File: src/rtl/pipe_stage_reg.sv
// pipe_stage_reg: two-entry (main + skid) pipeline register with valid/ready
// handshake on both sides, flush, and a registered up_ready.
// Optional feature: define PIPE_STALL_CNT_EN to build a saturating
// backpressure counter on stall_cnt. Otherwise stall_cnt is tied to 0.
module pipe_stage_reg #(
  parameter int XLEN   = 32,
  parameter int CTRL_W = 4,
  parameter int CNT_W  = 16
) (
  input  logic              CLK,
  input  logic              rst_n,
  input  logic              up_valid,
  output logic              up_ready,
  input  logic [31:0]       up_pc,
  input  logic [CTRL_W-1:0] up_ctrl,
  input  logic [4:0]        up_rd,
  input  logic [XLEN-1:0]   up_data,
  input  logic              flush,
  output logic              dn_valid,
  input  logic              dn_ready,
  output logic [31:0]       dn_pc,
  output logic [CTRL_W-1:0] dn_ctrl,
  output logic [4:0]        dn_rd,
  output logic [XLEN-1:0]   dn_data,
  output logic [1:0]        occ,
  output logic [CNT_W-1:0]  stall_cnt
);

  localparam logic [1:0] ST_EMPTY = 2'd0;
  localparam logic [1:0] ST_ONE   = 2'd1;
  localparam logic [1:0] ST_FULL  = 2'd2;

  logic [1:0]        state_q;
  logic [1:0]        state_nxt;
  logic              rdy_q;
  logic              accept;
  logic              release_w;
  logic              load_main;
  logic              load_skid;
  logic              move_skid;

  logic [31:0]       main_pc_p0;
  logic [CTRL_W-1:0] main_ctrl_p0;
  logic [4:0]        main_rd_p0;
  logic [XLEN-1:0]   main_data_p0;
  logic [31:0]       skid_pc_p0;
  logic [CTRL_W-1:0] skid_ctrl_p0;
  logic [4:0]        skid_rd_p0;
  logic [XLEN-1:0]   skid_data_p0;

  // rdy_q holds "not full" from the previous edge; gating with rst_n keeps
  // the stage from accepting while reset is held.
  assign up_ready  = rdy_q & rst_n;
  assign dn_valid  = (state_q != ST_EMPTY);
  assign occ       = state_q;
  assign accept    = up_valid & up_ready;
  assign release_w = dn_valid & dn_ready;

  // Bubbles must never carry write enables downstream.
  assign dn_pc   = main_pc_p0;
  assign dn_ctrl = main_ctrl_p0 & {CTRL_W{dn_valid}};
  assign dn_rd   = main_rd_p0;
  assign dn_data = main_data_p0;

  // Next-state and payload-steering decode.
  always_comb begin
    state_nxt = state_q;
    load_main = 1'b0;
    load_skid = 1'b0;
    move_skid = 1'b0;
    if (flush) begin
      state_nxt = ST_EMPTY;
    end else begin
      case (state_q)
        ST_EMPTY: begin
          if (accept) begin
            load_main = 1'b1;
            state_nxt = ST_ONE;
          end
        end
        ST_ONE: begin
          if (accept && release_w) begin
            load_main = 1'b1;
          end else if (accept) begin
            load_skid = 1'b1;
            state_nxt = ST_FULL;
          end else if (release_w) begin
            state_nxt = ST_EMPTY;
          end
        end
        ST_FULL: begin
          if (release_w) begin
            move_skid = 1'b1;
            state_nxt = ST_ONE;
          end
        end
        default: state_nxt = ST_EMPTY;
      endcase
    end
  end

  // Control state and registered ready.
  always_ff @(posedge CLK) begin
    if (!rst_n) begin
      state_q <= ST_EMPTY;
      rdy_q   <= 1'b1;
    end else begin
      state_q <= state_nxt;
      rdy_q   <= (state_nxt != ST_FULL);
    end
  end

  // ---- stage p0: main / skid payload storage ----
  always_ff @(posedge CLK) begin
    if (!rst_n) begin
      main_pc_p0   <= '0;
      main_ctrl_p0 <= '0;
      main_rd_p0   <= '0;
      main_data_p0 <= '0;
      skid_pc_p0   <= '0;
      skid_ctrl_p0 <= '0;
      skid_rd_p0   <= '0;
      skid_data_p0 <= '0;
    end else begin
      if (load_main) begin
        main_pc_p0   <= up_pc;
        main_ctrl_p0 <= up_ctrl;
        main_rd_p0   <= up_rd;
        main_data_p0 <= up_data;
      end else if (move_skid) begin
        main_pc_p0   <= skid_pc_p0;
        main_ctrl_p0 <= skid_ctrl_p0;
        main_rd_p0   <= skid_rd_p0;
        main_data_p0 <= skid_data_p0;
      end
      if (load_skid) begin
        skid_pc_p0   <= up_pc;
        skid_ctrl_p0 <= up_ctrl;
        skid_rd_p0   <= up_rd;
        skid_data_p0 <= up_data;
      end
    end
  end

`ifdef PIPE_STALL_CNT_EN
  logic [CNT_W-1:0] stall_cnt_q;

  function automatic logic [CNT_W-1:0] sat_inc(input logic [CNT_W-1:0] v);
    if (&v) sat_inc = v;
    else    sat_inc = v + 1'b1;
  endfunction

  // Count cycles an entry is presented but refused; sticks at all-ones.
  always_ff @(posedge CLK) begin
    if (!rst_n) begin
      stall_cnt_q <= '0;
    end else if (dn_valid && !dn_ready && !flush) begin
      stall_cnt_q <= sat_inc(stall_cnt_q);
    end
  end

  assign stall_cnt = stall_cnt_q;
`else
  assign stall_cnt = '0;
`endif

endmodule

File: config.mk
export PLATFORM = sky130hd
export DESIGN_NAME = pipe_stage_reg
export DESIGN_NICKNAME = d
export VERILOG_FILES = /design/src/rtl/pipe_stage_reg.sv
export SDC_FILE = /design/constraint.sdc
export NUM_CORES = 1
export LEC_CHECK = 0
export ABC_AREA = 1
export CELL_PAD_IN_SITES_DETAIL_PLACEMENT = 2
export CELL_PAD_IN_SITES_GLOBAL_PLACEMENT = 2
export CORE_ASPECT_RATIO = 1.75
export CORE_MARGIN = 3
export CORE_UTILIZATION = 23
export DETAILED_ROUTE_END_ITERATION = 7
export GPL_TIMING_DRIVEN = 0
export PLACE_DENSITY = 0.71
export SETUP_SLACK_MARGIN = 0.3
export SLEW_MARGIN = 10
export SYNTH_ARGS = -nofsm -noshare
export SYNTH_HDL_FRONTEND = slang
export SYNTH_SLANG_ARGS = --single-unit
File: constraint.sdc
create_clock -name CLK -period 1.5 [get_ports CLK]
set_clock_uncertainty 0.15 [all_clocks]
set_input_delay 0.3 -clock CLK [delete_from_list [all_inputs] [get_ports CLK]]
set_output_delay 0.3 -clock CLK [all_outputs]
set_load 0.1 [all_outputs]
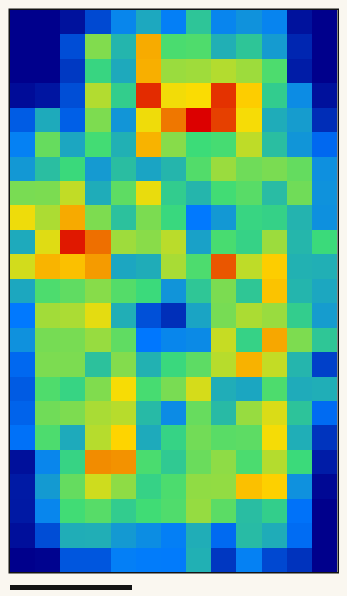
(run_1/metal_density.png)
The bar under the picture is 50 microns long. The die is cut into 13 by 23 equal tiles; dark blue is low, red is high, scaled to the fullest tile. Values are wire area over tile area, all layers added.
nearly empty tiles: 5.0%
mean over tiles: 0.15
emptiest ninth of the die: north-west
fullest tile: 0.33
tiles over half the peak: 44%

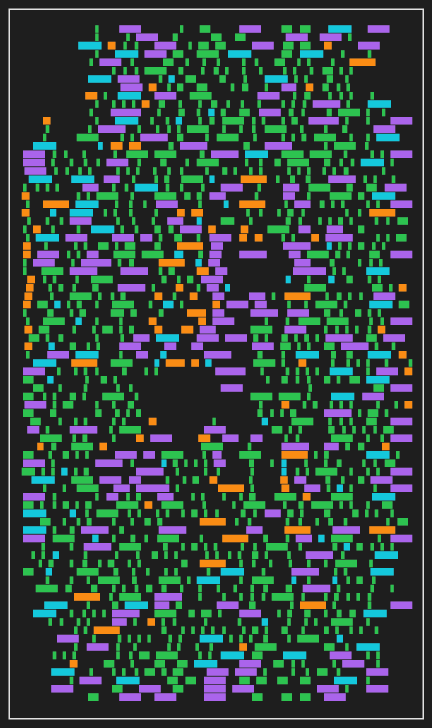
(run_1/sizes.png)
| color | size | cells | share |
|---|---|---|---|
| orange | _3 and _4 cells | 79 | 6.3% |
| green | _0 and _1 cells | 908 | 73% |
| purple | _6 and larger | 173 | 14% |
| cyan | _2 cells | 91 | 7.3% |

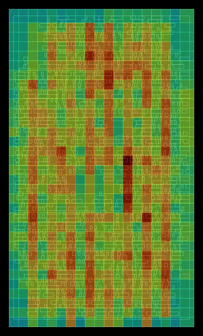
(run_1/congestion.png)
met2 Usage GRT: 36.4%
met1 usage: 19.1%
Routed wire per std cell: 18.3 microns

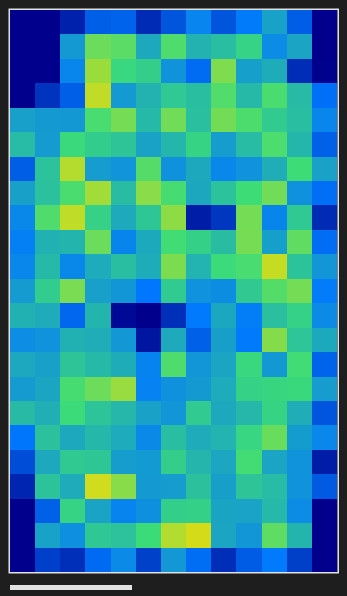
(run_1/cell_density.png)
The bar under the picture is 50 microns long. The die is cut into 13 by 23 equal tiles; dark blue is low, red is high, 0 to 100% covered.
fullest tile: 70%
nearly empty tiles: 6.0%
mean over tiles: 36%

==> qor.csv, run 1 <==
metric,value,unit
Yosys chip area,6630,sq um
Least-Margin Pin Slew,0.547,ns
CP max FO,5,
Final Cycle Share,120,%
reg2reg setup slack,-0.29,ns
die width,134,microns
gr usage total,18.5,%
Worst EP required,1.05,ns
clk sinks,149,
vias in the first global route,7743,
fillers,3226,
clock network fraction of design power,42.6,%
CP arrival,1.35,ns
crit path from,occ[1]$_SDFF_PN0_,
Worst R2R End,dn_pc[10]$_SDFFE_PN0P_,
first-iteration detailed-routing DRC count,241,
final setup violating endpoints,154,
# Cells Yosys,998,
met2 WL,17.4,mm
core area,28200,sq um
Max Cap Viol,0,
final count of hold timing violations,0,
Post-Layout Cell Count,1626,
Mapped Area,6630,sq um
VDD IR max,850,uV
"Seq share, synth",45.0,%
routed length on met1,10.8,mm
TritonCTS buffer count,17,
Routed WL,29.7,mm
routed vias/inst,4.50,
crit path kind,reg -> out,
Reg power frac,39.0,%
most crowded layer after global routing,met2,
first-pass GRT wire length,44.0,mm
top routing layer in use,met4,
met3 routed WL,983,microns
GRT Residual Overflow,0,
post-layout util,41.0,%
Final GP Congestion,0.744,
Post-Syn Area per Cell,6.64,sq um
Std-Cell Rows,81,
failing checks,negative setup slack,
DP HPWL,19.5,mm
Switching Fraction,29.2,%
pin count of the biggest net entering global routing,17,
HP Class,in -> reg,
drt pass-1 iters,4,
Max Freq,557,MHz
combinational share of power,18.4,%
Fin Setup TNS,-29.38,ns
final setup margin,-0.295,ns
Startpoint Class,register,
launch point of the worst reg-to-reg path,occ[1]$_SDFF_PN0_,
DRC viols,0,
fp util,23.5,%
Tmin final,1.80,ns
most frequent cells in the layout,"nor2_1, nand2_1, buf_12",
initial antenna violation count,1,
LEAKAGE,5.03,nW
Die Height,231,microns
outcome,"complete, but fails checks",
tool warnings,29,
sw power,0.00308,W
H-tree depth,4,
clock latency at the later pin of the worst-skew pair,0.45,ns
# placed instances,1540,
PortBufs,154,
Worst-path clk slew,0.06,ns
CTS max path bufs,2,
pwr dens,913,nW/um^2
-- run 1: stage by stage --
stage | area (sq um) | total power, W | hold WS, ns
4_1_cts | 10800 | 0.0106 | 0.290
3_3_place_gp | 8900 | 0.00580 | 0.326
3_5_place_dp | 8900 | 0.00581 | 0.340
6_report | 11600 | 0.0105 | 0.141
2_1_floorplan | 6890 | 0.00524 | 0.285
5_1_grt | 11500 | 0.0110 | 0.167
-- run 1: cells by family after synthesis --
logic type	Yosys count	synth area share, %
simple gates	603	37.1
buf+inv	167	11.9
flops	149	45.0
compound gates	78	5.95
other cells	1	0.0566
-- run 1: cells in the mapped netlist, drive strengths merged --
cell	count	share of area, %
clkbuf	23	1.3
buf	62	5.9
nand3	4	0.30
nand4	74	7.0
nand2	153	8.7
conb	1	0.057
dfxtp	149	45
a211oi	1	0.11
o21ai	76	5.7
nor2	372	21
o22ai	1	0.094
inv	82	4.6
-- run 1: worst max-delay path: cells and delay by family (launching register included) --
kind / cells / cell delay, ns
buf+inv: 3 / 0.39
simple gates: 1 / 0.14
flops: 1 / 0.36
-- run 1: cell type report --
class | instances | area, sq um | share of cell area, %
antenna | 2 | 5.00 | 0.0433
buffer | 85 | 838 | 7.26
clock buffer | 23 | 509 | 4.41
clock inverter | 8 | 95.1 | 0.823
inverter | 82 | 333 | 2.88
multi-input combinational | 698 | 3090 | 26.7
sequential | 149 | 3120 | 27.0
tap | 373 | 467 | 4.04
timing repair buffer | 205 | 3090 | 26.7
timing repair inverter | 1 | 8.76 | 0.0758
-- run 1: repair_timing --
action | 4_1_cts | 5_1_grt
hold buffers | 0 | 0
setup endpoints to repair | 226 | 226
pin swaps | 8 | 13
setup buffers | 15 | 18
resized | 764 | 108
cloned | 6 | 14
-- run 1: power by group through the flow --
stage | Combinational (W) | Clock [W] | Sequential, W
5_1_grt | 0.00205 | 0.00481 | 0.00412
4_1_cts | 0.00188 | 0.00464 | 0.00412
6_report | 0.00194 | 0.00450 | 0.00411
3_5_place_dp | 0.00163 | 0 | 0.00419
3_3_place_gp | 0.00161 | 0 | 0.00418
2_1_floorplan | 0.000601 | 0 | 0.00464
-- run 1: registers in the layout, indices dropped and copies added, names as in the netlist --
| register | flops |
|---|---|
| main_ctrl_p0 | 4 |
| skid_ctrl_p0 | 4 |
| rdy_q | 1 |
| skid_data_p0 | 32 |
| occ | 2 |
| skid_rd_p0 | 5 |
| dn_rd | 5 |
| dn_pc | 32 |
| skid_pc_p0 | 32 |
| dn_data | 32 |
-- run 1: how the worst min path moves through the flow --
| stage | end | slack (ns) | cells after the start |
|---|---|---|---|
| floorplan | skid_pc_p0[11]$_SDFFE_PN0P_ | 0.28 | 2 |
| global placement | skid_data_p0[6]$_SDFFE_PN0P_ | 0.33 | 2 |
| detailed placement | skid_pc_p0[17]$_SDFFE_PN0P_ | 0.34 | 2 |
| CTS | skid_pc_p0[12]$_SDFFE_PN0P_ | 0.29 | 3 |
| global route | occ[0]$_SDFF_PN0_ | 0.17 | 3 |
| finish | rdy_q$_SDFF_PN1_ | 0.14 | 3 |
## Run 2: what changed since run 1
--- a/config.mk
+++ b/config.mk
@@ -15,7 +15,6 @@
 export GPL_TIMING_DRIVEN = 0
 export PLACE_DENSITY = 0.71
 export SETUP_SLACK_MARGIN = 0.3
-export SLEW_MARGIN = 10
 export SYNTH_ARGS = -nofsm -noshare
 export SYNTH_HDL_FRONTEND = slang
 export SYNTH_SLANG_ARGS = --single-unit
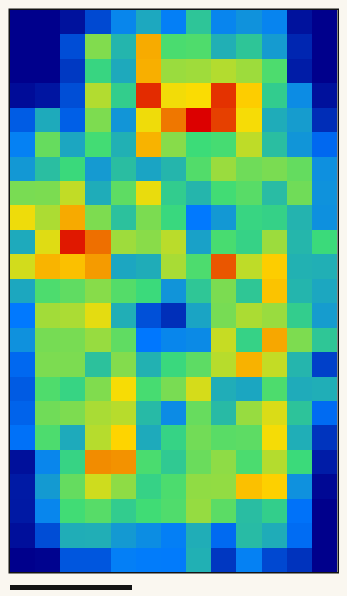
(run_2/metal_density.png)
The bar under the picture is 50 microns long. The die is cut into 13 by 23 equal tiles; dark blue is low, red is high, scaled to the fullest tile. Values are wire area over tile area, all layers added.
emptiest ninth of the die: north-west
fullest tile: 0.33
tiles over half the peak: 44%
mean over tiles: 0.15
nearly empty tiles: 5.0%
Routed WL: 29.7 mm
DR vias: 7323
gr usage total: 18.5%

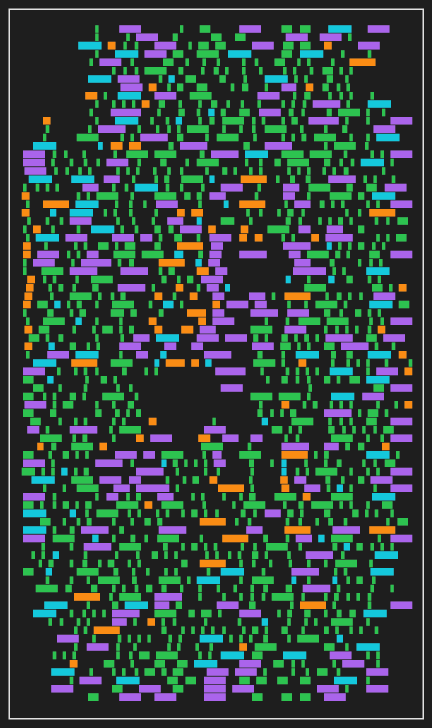
(run_2/sizes.png)
| color | size | cells | share |
|---|---|---|---|
| purple | _6 and larger | 173 | 14% |
| orange | _3 and _4 cells | 79 | 6.3% |
| green | _0 and _1 cells | 908 | 73% |
| cyan | _2 cells | 91 | 7.3% |

==> run 2 against run 1 <==
  * The flow still finishes with violations (negative setup slack)
  * Sequential power is essentially flat
  * Via count is the same
  * Register-to-register slack is essentially flat
  * Power is the same
  * Non-clock buffer count is the same
  * Synthesized cell count is the same
  * Global-route usage is the same
  * Worst hold slack is the same
  * Cell count is the same
  * Sequential cell count is the same
  * Largest power group unchanged
  * Routed wire length is the same
==> qor.csv, run 2 <==
metric,value,unit
pwr dens,913,nW/um^2
post-layout util,41.0,%
reg2reg setup slack,-0.29,ns
Yosys top cell by area,dfxtp_1,
hold_sp,dn_ready,
Reg power frac,39.0,%
Max Cap Viol,0,
Die Size,31000,sq um
DP Area,8900,sq um
most frequent cells in the layout,"nor2_1, nand2_1, buf_12",
"critical path, cell by cell","nor2_4, buf_12, clkinvlp_4, buf_6",
outcome,"complete, but fails checks",
clock latency at the later pin of the worst-skew pair,0.45,ns
Worst EP required,1.05,ns
Clk Tree Root Cell,clkbuf_16,
Switching Fraction,29.2,%
Reg2Reg Depth,10,
sw power,0.00308,W
TritonCTS buffer count,17,
ys flops,149,
fp util,23.5,%
Synth Instances,998,
H-tree depth,4,
CP max FO,5,
Std-Cell Rows,81,
HP Class,in -> reg,
"Slew Viols, Final",0,
first-iteration detailed-routing DRC count,241,
CP max stage cell,dfxtp_4,
most numerous cell in the Yosys netlist,nor2_1,
main flop type,dfxtp_1,
Yosys top cell area share,45.0,%
Fin Setup TNS,-29.38,ns
"Power, Total",0.0105,W
LEAKAGE,5.03,nW
initial antenna violation count,1,
Commonest Layout Cell,nor2_1,
Post-Syn Area per Cell,6.64,sq um
Unique masters post-synth,19,
DRC viols,0,
launch point of the worst reg-to-reg path,occ[1]$_SDFF_PN0_,
unrepaired setup endpoints after global routing,true,
pin count of the biggest net entering global routing,17,
Final GP Congestion,0.744,
Worst R2R End,dn_pc[10]$_SDFFE_PN0P_,
"CP delay by family, top",buffers and inverters,
Yosys chip area,6630,sq um
CP arrival,1.35,ns
CTS max path bufs,2,
area delta synth->final,74.3,%
Startpoint Class,register,
failing checks,negative setup slack,
VDD IR max,850,uV
Nets,1317,
Routed wire per std cell,18.3,microns
Worst-path clk slew,0.06,ns
# Cells Yosys,998,
clock network fraction of design power,42.6,%
CTS tree,yes,
DP HPWL,19.5,mm
Tmin final,1.80,ns
final setup violating endpoints,154,
combinational share of power,18.4,%
"Largest stage delay, worst path",0.36,ns
Final Cycle Share,120,%
Int Pwr,0.00747,W
final count of hold timing violations,0,
number of enable flip-flop cells,0,
top cells by area,"dfxtp_1, nor2_1, nand2_1, nand4_1, inv_1",
share of cells above drive strength 1,27.4,%
Slew HR,63.5,%
WHS Endpoint,rdy_q$_SDFF_PN1_,
drt pass-1 iters,4,
Buf/Inv on CP,3,
routed vias/inst,4.50,
GRT Residual Overflow,0,
core area,28200,sq um
worst hold path depth,3,
PortBufs,154,
DRT antenna net count,0,
final setup margin,-0.295,ns
share of flip-flops with an asynchronous set or reset,0,%
Final Instance Area,11600,sq um
IO Pins,171,
top cells by instance count after synthesis,"nor2_1, nand2_1, dfxtp_1",
endpoint class of the critical path,output pin,
"Seq share, synth",45.0,%
clk sinks,149,
Synth warnings,0,
vias in the first global route,7743,
Max Freq,557,MHz
Die Height,231,microns
Mapped Area,6630,sq um
Final Hold Slack,0.141,ns
die width,134,microns
tool warnings,29,
first-pass GRT wire length,44.0,mm
crit path kind,reg -> out,
Least-Margin Pin Slew,0.547,ns
## run 2: through the flow
stage          setup slack [ns]  cells
2_1_floorplan            -0.211   1013
4_1_cts                  -0.324   1592
3_5_place_dp              -1.31   1540
3_3_place_gp              -1.33   1540
5_1_grt                  -0.366   1625
6_report                 -0.295   1626
## run 2: how the worst max path moves through the flow
stage / from / slack (ns) / end / cells past startpoint
final: occ[1]$_SDFF_PN0_ / -0.30 / dn_valid / 4
after global routing: occ[1]$_SDFF_PN0_ / -0.37 / dn_valid / 4
after CTS: occ[1]$_SDFF_PN0_ / -0.32 / dn_ctrl[0] / 4
after detailed placement: rst_n / -1.31 / up_ready / 4
after global placement: rst_n / -1.33 / up_ready / 4
after floorplan: occ[0]$_SDFF_PN0_ / -0.21 / dn_valid / 2
## run 2: cell families after synthesis
| group | count (synthesis) | synth area share, % |
|---|---|---|
| AND-OR/OR-AND | 78 | 5.95 |
| buffers and inverters | 167 | 11.9 |
| flip-flops | 149 | 45.0 |
| other | 1 | 0.0566 |
| AND/OR/NAND/NOR | 603 | 37.1 |
## run 2: power by group through the flow
stage | registers [W] | logic, W | clock network (W)
after floorplan | 0.00464 | 0.000601 | 0
after global placement | 0.00418 | 0.00161 | 0
after detailed placement | 0.00419 | 0.00163 | 0
after CTS | 0.00412 | 0.00188 | 0.00464
after global routing | 0.00412 | 0.00205 | 0.00481
final | 0.00411 | 0.00194 | 0.00450
## run 2: worst register-to-register path, cell delays in order, from the launching register on
cell,delay [ns]
dfxtp_4,0.36
buf_4,0.15
nor2_4,0.11
buf_6,0.12
nand3_4,0.11
nand2_8,0.19
buf_6,0.14
buf_16,0.10
nor2_1,0.04
nor2_1,0.11
nor2_1,0.06
## run 2: cell type report
type / instances / area, sq um
Fill cell: 3226 / 16600
Sequential cell: 149 / 3120
Multi-Input combinational cell: 698 / 3090
Timing Repair Buffer: 205 / 3090
Buffer: 85 / 838
Clock buffer: 23 / 509
Tap cell: 373 / 467
Inverter: 82 / 333
Clock inverter: 8 / 95.1
Timing Repair inverter: 1 / 8.76
Antenna cell: 2 / 5.00
## run 2: what timing repair did
action                     in CTS  in global routing
setup endpoints to repair     226                226
cloned                          6                 14
resized                       764                108
setup buffers                  15                 18
hold buffers                    0                  0
pin swaps                       8                 13
## run 2: routing by layer
| metal | vias to the layer above | GRT usage [%] | wire length [microns] | share of wire (%) |
|---|---|---|---|---|
| met5 | - | 0 | 0 | 0 |
| met4 | 0 | 5.99 | 537 | 1.8 |
| met3 | 27 | 3.58 | 983 | 3.3 |
| met2 | 138 | 36.4 | 17400 | 58 |
| met1 | 3596 | 19.1 | 10800 | 36 |
| li1 | 3562 | - | - | - |
Power figures rest on the tool's default switching activity, not on a simulated workload.
